===== src/rtl/vec_pkg.sv =====
// Shared constants and FSM state type for the vector assembler and
// the downstream popcount stage.
package vec_pkg;

    localparam int VEC_WIDTH    = 1100;
    localparam int WORD_WIDTH   = 32;
    localparam int BEATS        = (VEC_WIDTH + WORD_WIDTH - 1) / WORD_WIDTH;
    localparam int POPCNT_WIDTH = $clog2(VEC_WIDTH + 1);

    typedef enum logic {
        FILL = 1'b0,
        HOLD = 1'b1
    } state_e;

endpackage


===== src/rtl/vec_assembler.sv =====
// Collects BEATS input words into one VEC_WIDTH vector and hands it to the
// popcount stage with a valid/ready handshake; beat k lands at
// vec[k*WORD_WIDTH +: WORD_WIDTH], padding bits of the final beat dropped.
//
// Ports:
//   clk, rst        clock, asynchronous active-high reset
//   word            input beat data
//   word_valid      input beat valid
//   word_last       producer's end-of-vector marker
//   this_ready      beat can be accepted this cycle
//   vec, out_valid  assembled vector and its valid
//   next_ready      downstream accepts vec
//   err_len         sticky framing error flag
//
// Build option VEC_ASM_LAST_CHECK_EN: when defined, word_last is checked
// against the beat position; otherwise word_last is ignored, err_len = 0.
module vec_assembler #(
    parameter int VEC_WIDTH  = vec_pkg::VEC_WIDTH,
    parameter int WORD_WIDTH = vec_pkg::WORD_WIDTH
) (
    input  logic                  clk,
    input  logic                  rst,
    input  logic [WORD_WIDTH-1:0] word,
    input  logic                  word_valid,
    input  logic                  word_last,
    output logic                  this_ready,
    output logic [VEC_WIDTH-1:0]  vec,
    output logic                  out_valid,
    input  logic                  next_ready,
    output logic                  err_len
);

    import vec_pkg::state_e;
    import vec_pkg::FILL;
    import vec_pkg::HOLD;

    localparam int BEATS  = (VEC_WIDTH + WORD_WIDTH - 1) / WORD_WIDTH;
    localparam int CNT_W  = (BEATS > 1) ? $clog2(BEATS) : 1;
    localparam int LAST_W = VEC_WIDTH - (BEATS - 1) * WORD_WIDTH;
    localparam logic [CNT_W-1:0] LAST_IDX = CNT_W'(BEATS - 1);

    state_e               state_q, state_d;
    logic [CNT_W-1:0]     cnt_q, cnt_d;
    logic [VEC_WIDTH-1:0] vec_q, vec_d;
    logic [CNT_W-1:0]     wr_idx;
    logic [BEATS-1:0]     wr_en;
    logic                 accept;
    logic                 deliver;
    logic                 is_last;
    logic                 drop;

    assign out_valid  = (state_q == HOLD);
    assign this_ready = (state_q == FILL) || next_ready;
    assign accept     = word_valid && this_ready;
    assign deliver    = out_valid && next_ready;
    assign vec        = vec_q;

    // A beat taken while holding is beat 0 of the next vector.
    assign wr_idx  = (state_q == HOLD) ? '0 : cnt_q;
    assign is_last = (wr_idx == LAST_IDX);

    for (genvar k = 0; k < BEATS; k++) begin : g_we
        assign wr_en[k] = accept && (wr_idx == CNT_W'(k));
    end

    for (genvar k = 0; k < BEATS - 1; k++) begin : g_beat
        assign vec_d[k*WORD_WIDTH +: WORD_WIDTH] =
            wr_en[k] ? word : vec_q[k*WORD_WIDTH +: WORD_WIDTH];
    end

    // Final beat keeps only the bits that fit inside the vector.
    assign vec_d[VEC_WIDTH-1 -: LAST_W] =
        wr_en[BEATS-1] ? word[LAST_W-1:0] : vec_q[VEC_WIDTH-1 -: LAST_W];

`ifdef VEC_ASM_LAST_CHECK_EN
    logic err_q, err_d;

    // Early word_last abandons the partial vector; a missing one on the
    // final beat is flagged but the vector still completes.
    assign drop = accept && word_last && !is_last;

    always_comb begin
        err_d = err_q;
        if (accept && (word_last != is_last)) begin
            err_d = 1'b1;
        end
    end

    always_ff @(posedge clk or posedge rst) begin
        if (rst) begin
            err_q <= 1'b0;
        end else begin
            err_q <= err_d;
        end
    end

    assign err_len = err_q;
`else
    logic unused_word_last;

    assign unused_word_last = word_last;
    assign drop             = 1'b0;
    assign err_len          = 1'b0;
`endif

    always_comb begin
        state_d = state_q;
        cnt_d   = cnt_q;
        if (deliver) begin
            state_d = FILL;
            cnt_d   = '0;
        end
        if (accept) begin
            if (drop) begin
                state_d = FILL;
                cnt_d   = '0;
            end else if (is_last) begin
                state_d = HOLD;
                cnt_d   = '0;
            end else begin
                state_d = FILL;
                cnt_d   = wr_idx + 1'b1;
            end
        end
    end

    always_ff @(posedge clk or posedge rst) begin
        if (rst) begin
            state_q <= FILL;
            cnt_q   <= '0;
            vec_q   <= '0;
        end else begin
            state_q <= state_d;
            cnt_q   <= cnt_d;
            vec_q   <= vec_d;
        end
    end

endmodule


===== config.mk =====
export PLATFORM = sky130hd
export DESIGN_NAME = vec_assembler
export DESIGN_NICKNAME = d
export VERILOG_FILES = /design/src/rtl/vec_pkg.sv /design/src/rtl/vec_assembler.sv
export SDC_FILE = /design/constraint.sdc
export NUM_CORES = 2
export LEC_CHECK = 0
export CAP_MARGIN = 10
export CORE_AREA = 5 5 439 441
export CTS_CLUSTER_DIAMETER = 150
export CTS_CLUSTER_SIZE = 20
export DETAILED_ROUTE_END_ITERATION = 10
export DIE_AREA = 0 0 444 446
export GPL_TIMING_DRIVEN = 0
export PLACE_DENSITY_LB_ADDON = 0.3
export SYNTH_ARGS = -nofsm -noshare
export SYNTH_HDL_FRONTEND = slang
export SYNTH_SLANG_ARGS = --single-unit

===== constraint.sdc =====
create_clock -name clk -period 53 [get_ports clk]
set_input_delay 5.3 -clock clk [delete_from_list [all_inputs] [get_ports clk]]
set_output_delay 5.3 -clock clk [all_outputs]
set_load 0.02 [all_outputs]

### Met1 routing

Supply wires on this layer in grey.
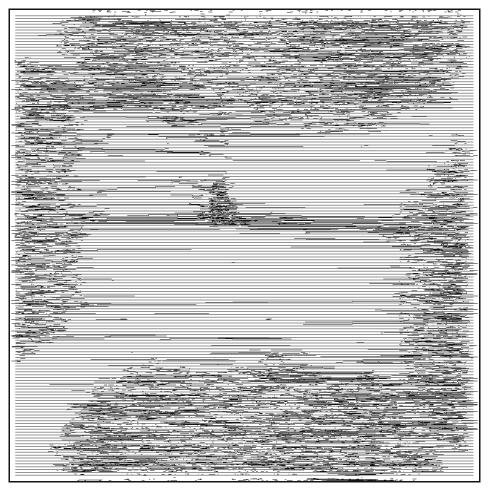
longest straight run	157 µm
share of all routed wire	39%
wire length on this layer	69.8 mm

### M4 wires

Supply wires on this layer in grey. Cells faint in the background.
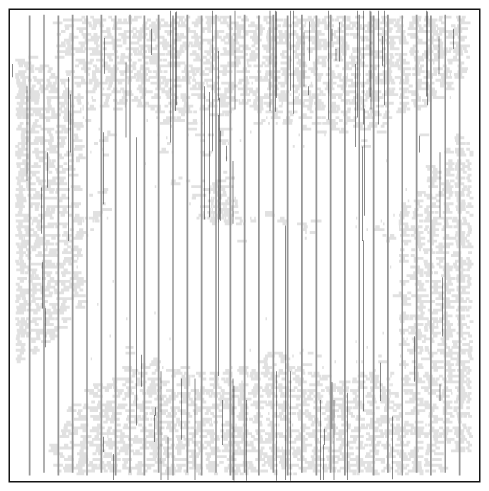
nets with wire on the layer	56
longest straight run	273 µm
sum of routed wire length over all layers: 180,000 µm
routed vias: 26.6k

==> results.cfg <==
; synthesis and place-and-route metrics
[outcome]
run_status = finished, final reports clean

[floorplanning]
floorplan.die.height_um = 446
pin_count = 1140
fp_util = 0.220
num_rows = 160

[critical_path]
crit_path_start_kind = input pin
timing.critical_path.to_type = primary output
arrival_ns = 6.95
critical_path_class = in2out
worst-r2r-setup-slack_ns = 48.81
critPathMaxFanout = 5

[cells_and_area]
seq_area_um2 = 27700
logic_area_um2 = 13000
mostFrequentLayoutCells = 1,136 x clkdlybuf4s50_1, 1,107 x dfrtp_1, 1,094 x mux2_2, 115 x clkbuf_1, 85 x buf_1
share_of_layout_cells_above_drive_strength_1 = 0.322
synthToLayoutAreaGrowth_pct = 40.5
layout_top_cell_excl_fill_tap = clkdlybuf4s50_1
fill_cells = 19000

[sta]
min_period_ns = 12.25
timing_hold_violations_final = 0
max_slew.worst_pin.slew_ns = 1.23
max_freq_mhz = 81.6
final.setup.worst_slack_ns = 40.75
max-slew-margin-rel = 0.180
timing.clock.skew_ns = 0.0335

[drt]
dr.pass1.iters = 5
route.detailed.drc = 0
via_per_inst = 4.23
first_iter_violations = 1147
wl_per_cell_um = 28.7

[pwr]
design_power_total_mw = 2.57
max-vdd-ir-drop_uv = 25.8
power_density_nw_per_um2 = 44.0

[clock_network]
clock_root_cell = clkbuf_16
ctsLongestPathBuffers = 3
number_of_buffers_inserted_during_clock_tree_synthesis = 67
cts_hold_repair.buffers = 0
insertion_delay_ns = 0.72
post-cts-setup-buffers = 0
cts_max_level = 3
cts_tree = built

[placement]
place_worst_setup_slack_ns = 40.78
gp_congestion = 0.820
place.port_buffers = 1136

[yosys]
synth.yosys.warnings = 0
enable_flop_cells = 0
yosysSeqAreaShare = 0.668
synth.yosys.chip_area_um2 = 41500
fraction_of_registers_with_async_set_or_reset_after_synthesis = 1.00
numSynthFlops = 1107
top_area_frac = 0.668
postSynthAreaPerCell_um2 = 16.4
mappedNetlistArea_um2 = 41500
yosys-stat-cells = 2526

[grt]
grtUsageTotal = 0.176
globalRoute.totalOverflow = 0
busiest_layer = met2
gr-usage-met3 = 0.0421
grt.met1_usage = 0.204
wire_length_of_the_first_global_routing_pass_um = 242000
antenna_found_initial = 21

[job]
warnings = 51
drv.max_cap_violation_count = 0
### M3 wires

The bar under the picture is 100 µm long. Cells faint in the background.
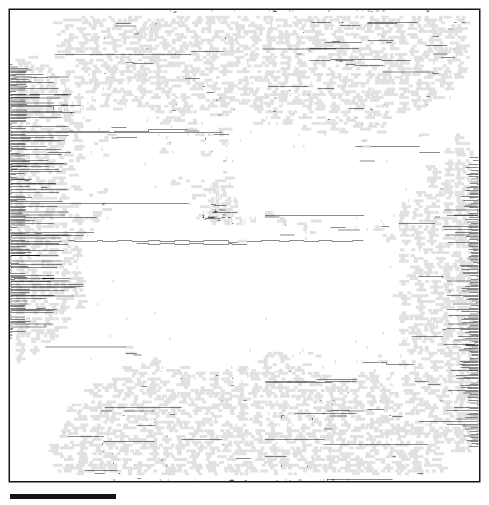
longest straight run	169 µm
main direction	horizontal

### The metal 2 layer

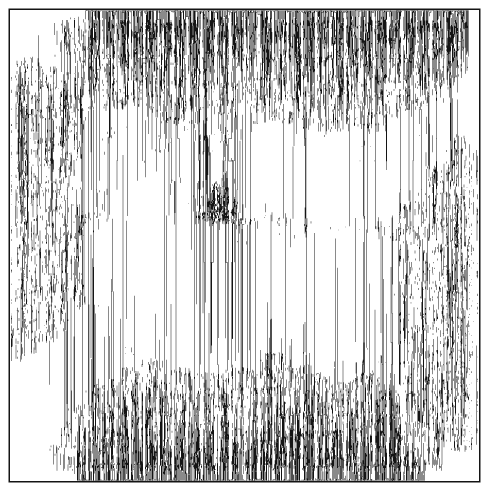
share of all routed wire	52%
longest straight run	278 µm
wire length on this layer	94.3 mm
met2 layer usage reported by global route: 0.318

registers in the layout, indices dropped and copies added (netlist names):
| signal | cells |
|---|---|
| vec | 1100 |
| cnt_q | 6 |
| out_valid | 1 |
layout make-up:
class	instances	share of cell area
timing repair buffer	1154	0.202
multi-input combinational	1198	0.222
clock inverter	10	0.00210
clock buffer	71	0.0301
buffer	214	0.0141
tap	2511	0.0539
sequential	1107	0.475
inverter	7	0.000579
antenna	7	0.000300
cell families (layout without fill, tap and decap cells):
family                     Yosys count  after routing  share of synthesized area
DFF                               1107           1107                      0.668
muxes                             1101           1101                      0.299
buffers and inverters              221           1456                     0.0205
and+or+nand+nor                     72             72                    0.00835
AOI/OAI and AO/OA                   21             21                    0.00404
adders and majority gates            2              2                   0.000603
other                                1              8                  0.0000904
xor gates and xnor gates             1              1                   0.000211
synth_stat cells, types with 4 or more instances:
cell type and count:
dfrtp_1 1107, mux2_2 1094, clkbuf_1 114, buf_1 86
nand2_1 33, buf_2 13, inv_1 7, nand3_1 7
mux2_1 6, nor3_1 6, a21oi_1 5, and2_1 4
nor2_1 4
per-layer routing:
layer | vias up | part of all wire | routed length, µm
met3 | 184 | 0.056 | 10200
met5 | - | 0.000072 | 13
met4 | 2 | 0.033 | 6010
met2 | 736 | 0.52 | 94300
met1 | 14400 | 0.39 | 69800
li1 | 11300 | - | -
critical path: stages:
cell,delay (ns)
clkdlybuf4s50_1,0.62
nor2b_1,0.12
inv_1,0.12
clkdlybuf4s50_1,0.79
report_power, final:
group	switching (mW)	leakage (nW)	internal [mW]
clock network	0.307	0.920	0.241
registers	0.0909	15.3	1.02
logic	0.476	11.1	0.432
total	0.874	27.3	1.69
final timing paths:
kind,from,cells after the start,endpoint
worst max-delay path,next_ready,4,this_ready
worst min-delay path,vec[900]$_DFFE_PP0P_,1,vec[900]$_DFFE_PP0P_
worst max register to register,out_valid$_DFFE_PP0P_,9,vec[421]$_DFFE_PP0P_
worst min register to register,vec[900]$_DFFE_PP0P_,1,vec[900]$_DFFE_PP0P_
max in group asynchronous,rst,7,vec[242]$_DFFE_PP0P_
min in group asynchronous,rst,2,vec[758]$_DFFE_PP0P_
metrics by stage:
stage / cells / utilization / hold slack [ns] / cell area, µm²
finish: 6279 / 0.309 / 0.494 / 58300
global route: 6272 / 0.309 / 0.517 / 58300
CTS: 6272 / 0.309 / 0.499 / 58300
detailed placement: 6191 / 0.299 / 0.477 / 56400
global placement: 6173 / 0.297 / 0.468 / 56000
floorplan: 2526 / - / 0.555 / 41500
Power is estimated from default activity; no workload was simulated.
